## src/rtl/cfg_pkg.sv

```systemverilog
// cfg_pkg: shared definitions for the configuration write path.
//   - default address/data widths of the config write ports
//   - address map of the five-entry PWM/output configuration bank
//   - cfg_wr_t write record {addr, data}
//   - port selector enum used by the round-robin arbiter
//   - saturating increment helper for the error counter
package cfg_pkg;

  localparam int CFG_ADDR_W   = 7;
  localparam int CFG_DATA_W   = 8;
  localparam int NUM_CFG_REGS = 5;
  localparam int ERR_CNT_W    = 8;

  localparam logic [CFG_ADDR_W-1:0] ADDR_EN_OUT_LO = 7'h00;
  localparam logic [CFG_ADDR_W-1:0] ADDR_EN_OUT_HI = 7'h01;
  localparam logic [CFG_ADDR_W-1:0] ADDR_EN_PWM_LO = 7'h02;
  localparam logic [CFG_ADDR_W-1:0] ADDR_EN_PWM_HI = 7'h03;
  localparam logic [CFG_ADDR_W-1:0] ADDR_PWM_DUTY  = 7'h04;

  // Index of each register inside the bank array.
  localparam int IDX_EN_OUT_LO = 0;
  localparam int IDX_EN_OUT_HI = 1;
  localparam int IDX_EN_PWM_LO = 2;
  localparam int IDX_EN_PWM_HI = 3;
  localparam int IDX_PWM_DUTY  = 4;

  typedef struct packed {
    logic [CFG_ADDR_W-1:0] addr;
    logic [CFG_DATA_W-1:0] data;
  } cfg_wr_t;

  typedef enum logic {
    GRANT_P0 = 1'b0,
    GRANT_P1 = 1'b1
  } port_sel_e;

  // Increment that sticks at all-ones instead of wrapping.
  function automatic logic [ERR_CNT_W-1:0] sat_inc(input logic [ERR_CNT_W-1:0] v);
    return (v == {ERR_CNT_W{1'b1}}) ? v : v + 1'b1;
  endfunction

endpackage

```

## src/rtl/cfg_wr_fifo.sv

```systemverilog
// cfg_wr_fifo: small synchronous FIFO holding queued config writes of one port.
//   clk, rst_n      clock, asynchronous active-low reset (empties the FIFO)
//   push_i, wdata_i write side; a push into a full FIFO is ignored
//   pop_i, rdata_o  read side; rdata_o is the current head (valid when !empty_o)
//   count_o         registered occupancy
//   full_o, empty_o registered status, derived from count only
module cfg_wr_fifo #(
  parameter int DEPTH = 2,
  parameter int WIDTH = 15,
  parameter int CNT_W = $clog2(DEPTH) + 1
) (
  input  logic             clk,
  input  logic             rst_n,
  input  logic             push_i,
  input  logic [WIDTH-1:0] wdata_i,
  input  logic             pop_i,
  output logic [WIDTH-1:0] rdata_o,
  output logic [CNT_W-1:0] count_o,
  output logic             full_o,
  output logic             empty_o
);

  localparam int PTR_W = (DEPTH > 1) ? $clog2(DEPTH) : 1;

  logic [WIDTH-1:0] mem_q [DEPTH];
  logic [PTR_W-1:0] wr_ptr_q, wr_ptr_d;
  logic [PTR_W-1:0] rd_ptr_q, rd_ptr_d;
  logic [CNT_W-1:0] count_q, count_d;
  logic             do_push, do_pop;

  assign full_o  = (count_q == CNT_W'(DEPTH));
  assign empty_o = (count_q == '0);
  assign count_o = count_q;
  assign rdata_o = mem_q[rd_ptr_q];

  // A full FIFO refuses a push even when it pops in the same cycle, so that
  // the ready seen by the requester never depends on this cycle's pop.
  assign do_push = push_i && !full_o;
  assign do_pop  = pop_i && !empty_o;

  // DEPTH is a power of two, so the pointers wrap naturally.
  always_comb begin
    wr_ptr_d = wr_ptr_q;
    rd_ptr_d = rd_ptr_q;
    count_d  = count_q;
    if (do_push) wr_ptr_d = wr_ptr_q + 1'b1;
    if (do_pop)  rd_ptr_d = rd_ptr_q + 1'b1;
    case ({do_push, do_pop})
      2'b10:   count_d = count_q + 1'b1;
      2'b01:   count_d = count_q - 1'b1;
      default: count_d = count_q;
    endcase
  end

  always_ff @(posedge clk or negedge rst_n) begin
    if (!rst_n) begin
      wr_ptr_q <= '0;
      rd_ptr_q <= '0;
      count_q  <= '0;
    end else begin
      wr_ptr_q <= wr_ptr_d;
      rd_ptr_q <= rd_ptr_d;
      count_q  <= count_d;
    end
  end

  // Payload storage carries no reset; occupancy alone decides what is valid.
  always_ff @(posedge clk) begin
    if (do_push) mem_q[wr_ptr_q] <= wdata_i;
  end

endmodule

```

## src/rtl/cfg_write_arbiter.sv

```systemverilog
// cfg_write_arbiter: two-port write arbiter in front of the PWM/output
// configuration register bank.
//   clk, rst_n                   clock, asynchronous active-low reset
//   p0_valid/ready/addr/data     port 0 (SPI frame decoder) write request
//   p1_valid/ready/addr/data     port 1 (sequencer / debug master) write request
//   clr_err                      one-cycle clear of addr_err and err_cnt
//   en_reg_out_7_0 .. pwm_duty_cycle   configuration register outputs
//   addr_err                     sticky: a write to an unmapped address was dropped
//   err_cnt                      saturating count of dropped writes
//   busy                         at least one port FIFO holds a write
// Each port queues into its own FIFO; a round-robin arbiter commits at most
// one write per cycle into the bank.
module cfg_write_arbiter
  import cfg_pkg::*;
#(
  parameter int FIFO_DEPTH = 2,
  parameter int ADDR_W     = CFG_ADDR_W,
  parameter int DATA_W     = CFG_DATA_W
) (
  input  logic              clk,
  input  logic              rst_n,
  input  logic              p0_valid,
  output logic              p0_ready,
  input  logic [ADDR_W-1:0] p0_addr,
  input  logic [DATA_W-1:0] p0_data,
  input  logic              p1_valid,
  output logic              p1_ready,
  input  logic [ADDR_W-1:0] p1_addr,
  input  logic [DATA_W-1:0] p1_data,
  input  logic              clr_err,
  output logic [DATA_W-1:0] en_reg_out_7_0,
  output logic [DATA_W-1:0] en_reg_out_15_8,
  output logic [DATA_W-1:0] en_reg_pwm_7_0,
  output logic [DATA_W-1:0] en_reg_pwm_15_8,
  output logic [DATA_W-1:0] pwm_duty_cycle,
  output logic              addr_err,
  output logic [7:0]        err_cnt,
  output logic              busy
);

  localparam int WR_W  = ADDR_W + DATA_W;
  localparam int CNT_W = $clog2(FIFO_DEPTH) + 1;

  logic [WR_W-1:0]   f0_rdata, f1_rdata;
  logic [CNT_W-1:0]  f0_count, f1_count;
  logic              f0_full, f1_full;
  logic              f0_empty, f1_empty;
  logic              gnt0, gnt1, commit;
  logic [ADDR_W-1:0] head_addr;
  logic [DATA_W-1:0] head_data;

  port_sel_e         last_grant_q, last_grant_d;

  logic [DATA_W-1:0]       cfg_q [NUM_CFG_REGS];
  logic [NUM_CFG_REGS-1:0] reg_we;
  logic                    bad_commit;

  logic                 addr_err_q, addr_err_d;
  logic [ERR_CNT_W-1:0] err_cnt_q, err_cnt_d;

  // Ready comes straight from the registered full flag.
  assign p0_ready = !f0_full;
  assign p1_ready = !f1_full;

  cfg_wr_fifo #(
    .DEPTH (FIFO_DEPTH),
    .WIDTH (WR_W),
    .CNT_W (CNT_W)
  ) u_fifo_p0 (
    .clk     (clk),
    .rst_n   (rst_n),
    .push_i  (p0_valid),
    .wdata_i ({p0_addr, p0_data}),
    .pop_i   (gnt0),
    .rdata_o (f0_rdata),
    .count_o (f0_count),
    .full_o  (f0_full),
    .empty_o (f0_empty)
  );

  cfg_wr_fifo #(
    .DEPTH (FIFO_DEPTH),
    .WIDTH (WR_W),
    .CNT_W (CNT_W)
  ) u_fifo_p1 (
    .clk     (clk),
    .rst_n   (rst_n),
    .push_i  (p1_valid),
    .wdata_i ({p1_addr, p1_data}),
    .pop_i   (gnt1),
    .rdata_o (f1_rdata),
    .count_o (f1_count),
    .full_o  (f1_full),
    .empty_o (f1_empty)
  );

  // Round-robin: under contention the port that did not win last is granted.
  always_comb begin
    gnt0         = 1'b0;
    gnt1         = 1'b0;
    last_grant_d = last_grant_q;
    if (!f0_empty && !f1_empty) begin
      if (last_grant_q == GRANT_P1) gnt0 = 1'b1;
      else                          gnt1 = 1'b1;
    end else if (!f0_empty) begin
      gnt0 = 1'b1;
    end else if (!f1_empty) begin
      gnt1 = 1'b1;
    end
    if (gnt0) last_grant_d = GRANT_P0;
    if (gnt1) last_grant_d = GRANT_P1;
  end

  assign commit                 = gnt0 || gnt1;
  assign {head_addr, head_data} = gnt1 ? f1_rdata : f0_rdata;

  // Address decode of the committed head entry.
  always_comb begin
    reg_we     = '0;
    bad_commit = 1'b0;
    if (commit) begin
      case (head_addr)
        ADDR_W'(ADDR_EN_OUT_LO): reg_we[IDX_EN_OUT_LO] = 1'b1;
        ADDR_W'(ADDR_EN_OUT_HI): reg_we[IDX_EN_OUT_HI] = 1'b1;
        ADDR_W'(ADDR_EN_PWM_LO): reg_we[IDX_EN_PWM_LO] = 1'b1;
        ADDR_W'(ADDR_EN_PWM_HI): reg_we[IDX_EN_PWM_HI] = 1'b1;
        ADDR_W'(ADDR_PWM_DUTY):  reg_we[IDX_PWM_DUTY]  = 1'b1;
        default:                 bad_commit            = 1'b1;
      endcase
    end
  end

  // A clear coinciding with a dropped write keeps that drop recorded.
  always_comb begin
    addr_err_d = addr_err_q;
    err_cnt_d  = err_cnt_q;
    if (clr_err) begin
      addr_err_d = bad_commit;
      err_cnt_d  = bad_commit ? ERR_CNT_W'(1) : '0;
    end else if (bad_commit) begin
      addr_err_d = 1'b1;
      err_cnt_d  = sat_inc(err_cnt_q);
    end
  end

  always_ff @(posedge clk or negedge rst_n) begin
    if (!rst_n) begin
      last_grant_q <= GRANT_P1;
      addr_err_q   <= 1'b0;
      err_cnt_q    <= '0;
    end else begin
      last_grant_q <= last_grant_d;
      addr_err_q   <= addr_err_d;
      err_cnt_q    <= err_cnt_d;
    end
  end

  // The bank is reset as well: downstream PWM must see all-zero config.
  always_ff @(posedge clk or negedge rst_n) begin
    if (!rst_n) begin
      for (int i = 0; i < NUM_CFG_REGS; i++) cfg_q[i] <= '0;
    end else begin
      for (int i = 0; i < NUM_CFG_REGS; i++) begin
        if (reg_we[i]) cfg_q[i] <= head_data;
      end
    end
  end

  assign en_reg_out_7_0  = cfg_q[IDX_EN_OUT_LO];
  assign en_reg_out_15_8 = cfg_q[IDX_EN_OUT_HI];
  assign en_reg_pwm_7_0  = cfg_q[IDX_EN_PWM_LO];
  assign en_reg_pwm_15_8 = cfg_q[IDX_EN_PWM_HI];
  assign pwm_duty_cycle  = cfg_q[IDX_PWM_DUTY];

  assign addr_err = addr_err_q;
  assign err_cnt  = err_cnt_q;
  // Derived only from registered occupancy.
  assign busy     = (f0_count != '0) || (f1_count != '0);

endmodule

```

## config.mk

```make
export PLATFORM = sky130hd
export DESIGN_NAME = cfg_write_arbiter
export DESIGN_NICKNAME = d
export VERILOG_FILES = /design/src/rtl/cfg_pkg.sv /design/src/rtl/cfg_wr_fifo.sv /design/src/rtl/cfg_write_arbiter.sv
export SDC_FILE = /design/constraint.sdc
export NUM_CORES = 1
export LEC_CHECK = 0
export CAP_MARGIN = 10
export CORE_ASPECT_RATIO = 0.6
export CORE_MARGIN = 4
export CORE_UTILIZATION = 55
export CTS_BUF_LIST = sky130_fd_sc_hd__clkbuf_16
export DETAILED_ROUTE_END_ITERATION = 6
export PLACE_DENSITY = 0.95
export SETUP_SLACK_MARGIN = 0.5
export SYNTH_ARGS = -nofsm -noshare
export SYNTH_HDL_FRONTEND = slang
export SYNTH_SLANG_ARGS = --single-unit
```

## constraint.sdc

```tcl
create_clock -name clk -period 4.27 [get_ports clk]
set_clock_uncertainty 0.05 [all_clocks]
set_input_delay 0.854 -clock clk [delete_from_list [all_inputs] [get_ports clk]]
set_output_delay 0.854 -clock clk [all_outputs]
set_load 0.03 [all_outputs]
```

Fig. 1: run 1, routing congestion map
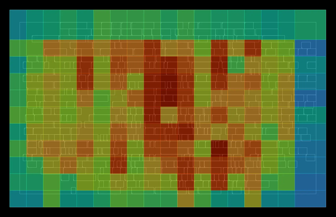
Final Util: 0.7467
GR peak layer: met2
GR Layer Usage met3: 0.09330
GR Util met2: 0.3906
global-route met1 utilization: 0.3027

Fig. 2: run 1, metal 1
Drawn at 3 px/micron.
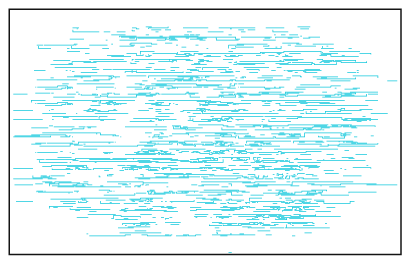
The layer holds 42% of the routed length. 423 nets have wire on it.
Routed WL: 11870 microns
DR vias: 3283

Fig. 3: run 1, selected gate families
Drawn at 3 px/micron.
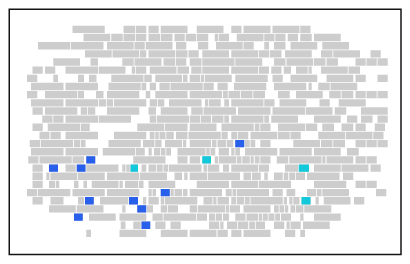
Key: AND-OR and OR-AND gates = cyan [cells 4]; XOR/XNOR gates = blue [cells 10, most used xnor2_1, where south-west]

## run 1: stage by stage
step           hold WS [ns]  utilization  cell area (sq um)  total power [uW]  cells
2_1_floorplan        0.4104            -               4920              3081    332
3_3_place_gp         0.4252       0.6817               5877              3662    522
3_5_place_dp         0.4417       0.6817               5877              3793    522
4_1_cts              0.4546       0.7454               6426              5143    554
5_1_grt              0.4737       0.7467               6437              5374    555
6_report             0.4506       0.7467               6437              5135    555
## run 1: critical path: cells and delay by family (launching register included)
family | cells | cell delay [ns]
AND/OR/NAND/NOR | 1 | 0.70
buffers and inverters | 1 | 0.66
flip-flops | 1 | 0.45
## run 1: sequential cells by signal, indices dropped and copies added, names as in the netlist
register / count
u_fifo_p0.mem_q: 30
u_fifo_p1.mem_q: 30
en_reg_out_15_8: 8
en_reg_out_7_0: 8
en_reg_pwm_15_8: 8
en_reg_pwm_7_0: 8
err_cnt: 8
pwm_duty_cycle: 8
u_fifo_p0.count_o: 2
u_fifo_p1.count_o: 2
addr_err: 1
last_grant_q: 1
u_fifo_p0.rd_ptr_q: 1
u_fifo_p0.wr_ptr_q: 1
u_fifo_p1.rd_ptr_q: 1
u_fifo_p1.wr_ptr_q: 1
## run 1: cell type report
| type | instances | area [sq um] |
|---|---|---|
| well taps | 112 | 140.1 |
| multi-input cells | 199 | 1583 |
| repair buffers | 91 | 897.1 |
| fillers | 512 | 2183 |
| inverters | 3 | 13.76 |
| clock buffers | 17 | 425.4 |
| clock inverters | 15 | 123.9 |
| flip-flops and latches | 118 | 3254 |
## run 1: synthesized netlist by cell type (2+ instances only)
library cell,n,area share
a21oi_1,12,0.012
nand3_1,6,0.0061
buf_4,3,0.0046
o41ai_1,3,0.0053
a211oi_1,8,0.012
clkbuf_1,4,0.0031
nand2_1,12,0.0092
buf_2,3,0.0031
dfrtp_1,57,0.29
nor2_1,21,0.016
mux2_2,44,0.10
o21ai_0,4,0.0041
xnor2_1,7,0.012
or4b_2,2,0.0041
ha_1,3,0.0076
nor4_1,3,0.0038
nor3_1,8,0.0081
or4_1,2,0.0031
a31oi_1,2,0.0025
mux2i_1,14,0.028
nor2b_1,11,0.014
nand2b_1,5,0.0064
nor3_4,2,0.0066
edfxtp_1,60,0.37
and3_1,2,0.0025
inv_1,2,0.0015
xor2_1,3,0.0053
o22ai_1,2,0.0025
nor4b_1,5,0.0089
## run 1: per-layer routing
layer / vias up / part of all wire / routed length (microns)
met5: - / 0 / 0
met4: 0 / 0.022 / 265
met3: 32 / 0.081 / 957
met2: 163 / 0.48 / 5685
met1: 1636 / 0.42 / 4965
li1: 1452 / - / -
## run 1: cells by family after synthesis
| logic type | count (synthesis) | synth area share |
|---|---|---|
| DFF | 118 | 0.6615 |
| and+or+nand+nor | 83 | 0.09410 |
| muxes | 59 | 0.1315 |
| AOI/OAI and AO/OA | 44 | 0.07071 |
| buffers and inverters | 15 | 0.01678 |
| xor gates and xnor gates | 10 | 0.01780 |
| adders and majority gates | 3 | 0.007631 |
## run 1: power by group
group	switching [uW]	internal (uW)
Sequential	286	1590
Clock	478	838
Combinational	1150	792
Total	1920	3220
==> impl_metrics.ini, run 1 <==
; generated from flow reports
[outcome]
outcome = completed

[global_routing]
grt_pass1_vias = 3457
grt_pass1_wl_microns = 18720

[clock_network]
post_cts_resize_count = 0
cts.path.max_buffers = 2

[routing]
via_per_inst = 5.915
postRouteAntennaNets = 0
drtIter0Drc = 267

[worst_setup_path]
worst_setup_path_end_kind = primary output
critPathLaunch = u_fifo_p0.count_o[0]
r2r-end = err_cnt[7]
cp_cell_sequence = or4_1 > clkdlybuf4s50_1
critical_path_class = register to primary output
reg2reg_depth = 6

[worst_hold_path]
holdPathStages = 1
holdPathEnd = en_reg_pwm_15_8[3]

[final_timing]
setup_viol = 0
slew_violations = 0
finalClockPeriodUsage = 0.7306
fin_crit_ns = 3.120

[floorplan]
die_w_microns = 130.1

[cells_and_area]
n_antenna_cell = 0
lay_top_count = clkdlybuf4s50_1
area_growth_syn_to_layout_pct = 30.85

[place]
gp_congestion = 0.8201
pre_cts_ws_ns = 1.453
place_hpwl_microns = 7934

[synth]
edf_count = 60
Fig. 4: run 1, register map, names as in the netlist
Drawn at 4 px/micron.
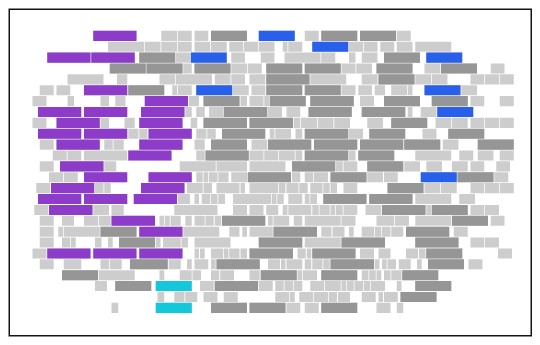

==> run 2, diff against run 1 <==
--- a/config.mk
+++ b/config.mk
@@ -8,10 +8,10 @@
 export CAP_MARGIN = 10
 export CORE_ASPECT_RATIO = 0.6
 export CORE_MARGIN = 4
-export CORE_UTILIZATION = 55
+export CORE_UTILIZATION = 52
 export CTS_BUF_LIST = sky130_fd_sc_hd__clkbuf_16
 export DETAILED_ROUTE_END_ITERATION = 6
-export PLACE_DENSITY = 0.95
+export PLACE_DENSITY = 0.91
 export SETUP_SLACK_MARGIN = 0.5
 export SYNTH_ARGS = -nofsm -noshare
 export SYNTH_HDL_FRONTEND = slang
==> constraint.sdc (replaced) <==
create_clock -name clk -period 3 [get_ports clk]
set_clock_uncertainty 0.05 [all_clocks]
set_input_delay 0.6 -clock clk [delete_from_list [all_inputs] [get_ports clk]]
set_output_delay 0.6 -clock clk [all_outputs]
set_load 0.03 [all_outputs]
Fig. 5: run 2, register map, names as in the netlist
Drawn at 4 px/micron.
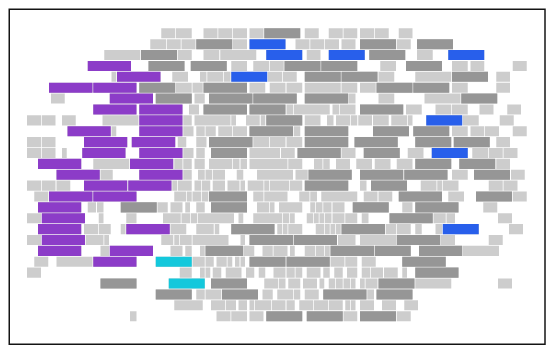
Key: `en_reg_pwm_15_8` = blue [flops 8]; `u_fifo_p0.mem_q` = purple [flops 30]; `u_fifo_p1.count_o` = cyan [flops 2]
Another 78 sequential cells are not coloured.

==> run 2 against run 1 <==
Effect of this change:
- first-iteration DRC count is 19% lower
- worst setup slack worse by 0.58 ns
- cell count is 4.0% higher
- non-clock buffer count is 4 higher
- combinational power is 48% higher
- largest power group unchanged
- highest routed layer unchanged
- via count is 0.91% lower
- sequential share of layout area is 0.13 points lower
- largest cell class unchanged
- register-to-register slack worse by 0.72 ns
- sequential power is 39% higher
- die size is 5.3% higher
==> impl_metrics.ini, run 2 <==
; generated from flow reports
[outcome]
outcome = completed

[power]
finalPower_uw = 7138

[synth]
edf_count = 60
yosys-top-cells-count = 60 x edfxtp_1, 57 x dfrtp_1, 44 x mux2_2
yosys.area_share.simple = 0.09410
top_area_frac = 0.3662
yosys.area_share.aoi = 0.07070
xor_share = 0.01780

[final_timing]
finalClockPeriodUsage = 0.8100
fin_crit_ns = 2.430
setup_viol = 0
hold_ws_ns = 0.1776
slew_violations = 0

[cells_and_area]
postLayoutCellArea_sq_um = 6456
n_antenna_cell = 0
area_growth_syn_to_layout_pct = 31.23

[global_routing]
grt_pass1_wl_microns = 18150
grt_pass1_vias = 3387

[clock_network]
cts.path.max_buffers = 2

[routing]
drtIter0Drc = 216
drt_wl_total_microns = 11340
postRouteAntennaNets = 0
via_per_inst = 5.638
dr_total_vias = 3253

[worst_setup_path]
critPathLaunch = u_fifo_p0.count_o[0]
cp_cell_sequence = or4_4 > clkdlybuf4s15_2
worst_setup_path_end_kind = primary output

[place]
placed_cells = 545
gp_congestion = 0.8567
placed_area_sq_um = 5949
place_hpwl_microns = 7941

[floorplan]
die_w_microns = 133.6
Fig. 6: run 2, selected gate families
Drawn at 3 px/micron.
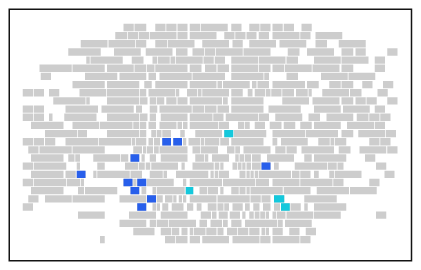
Key: AND-OR and OR-AND gates = cyan [cells 4, where south]; XOR/XNOR gates = blue [cells 10, most used xnor2_1]
Comb area share: 0.2467
most common logic cell in the routed design: clkdlybuf4s50_1
final cell count without fillers: 577

run 2: cell counts after synthesis:
No cell type changed its count.
run 2: power by group:
| group | leakage [uW] | total, uW | switching [uW] | internal (uW) |
|---|---|---|---|---|
| sequential | 0.00131 | 2590 | 325 | 2260 |
| combinational | 0.00100 | 2890 | 1720 | 1170 |
| clock | 0.000271 | 1660 | 654 | 1010 |
| total | 0.00258 | 7140 | 2690 | 4440 |
run 2: final cells by class:
class / count / area, sq um
clock buffers: 17 / 425.4
flip-flops and latches: 118 / 3256
clock inverters: 14 / 60.06
fillers: 591 / 2733
repair inverters: 1 / 3.754
inverters: 3 / 16.27
well taps: 130 / 162.7
repair buffers: 95 / 939.7
multi-input cells: 199 / 1593
run 2: timing repair:
item                                    4_1_cts  5_1_grt
endpoints found under the setup margin       29        2
gates cloned                                  1        0
gates resized                                 7        2
run 2: path summary, 6_finish.rpt:
kind                                           end  cells past startpoint
worst max-delay path                          busy                      2
worst min-delay path            u_fifo_p0.wr_ptr_q                      1
worst max register to register          err_cnt[7]                      7
worst min register to register   en_reg_out_7_0[2]                      1
max in group asynchronous        en_reg_out_7_0[1]                      2
min in group clk                 en_reg_out_7_0[2]                      1
run 2: cells by family after synthesis:
kind of cell	count (synthesis)
flops	118
simple gates	83
mux	59
compound gates	44
buf+inv	15
xor+xnor	10
fa+ha+maj	3
run 2: metrics by stage:
step / worst slack (ns) / utilization
finish: 0.5701 / 0.7026
CTS: 0.5354 / 0.7022
floorplan: 0.7711 / -
global route: 0.5270 / 0.7026
detailed placement: 0.4366 / 0.6475
global placement: 0.5396 / 0.6475
run 2: worst max-delay path, delay by kind of cell (launching register included):
family                 cells  cell delay, ns
buffers and inverters      1            0.31
flip-flops                 1            0.45
AND/OR/NAND/NOR            1            0.61
run 2: layer usage:
layer | vias to the layer above | GRT usage | share of wire
met5 | - | 0 | 0
met4 | 0 | 0.08310 | 0.0097
met3 | 16 | 0.07022 | 0.078
met2 | 152 | 0.3384 | 0.48
met1 | 1623 | 0.2836 | 0.43
li1 | 1462 | - | -
No activity file was given, so power comes from the tool's default toggle rates.
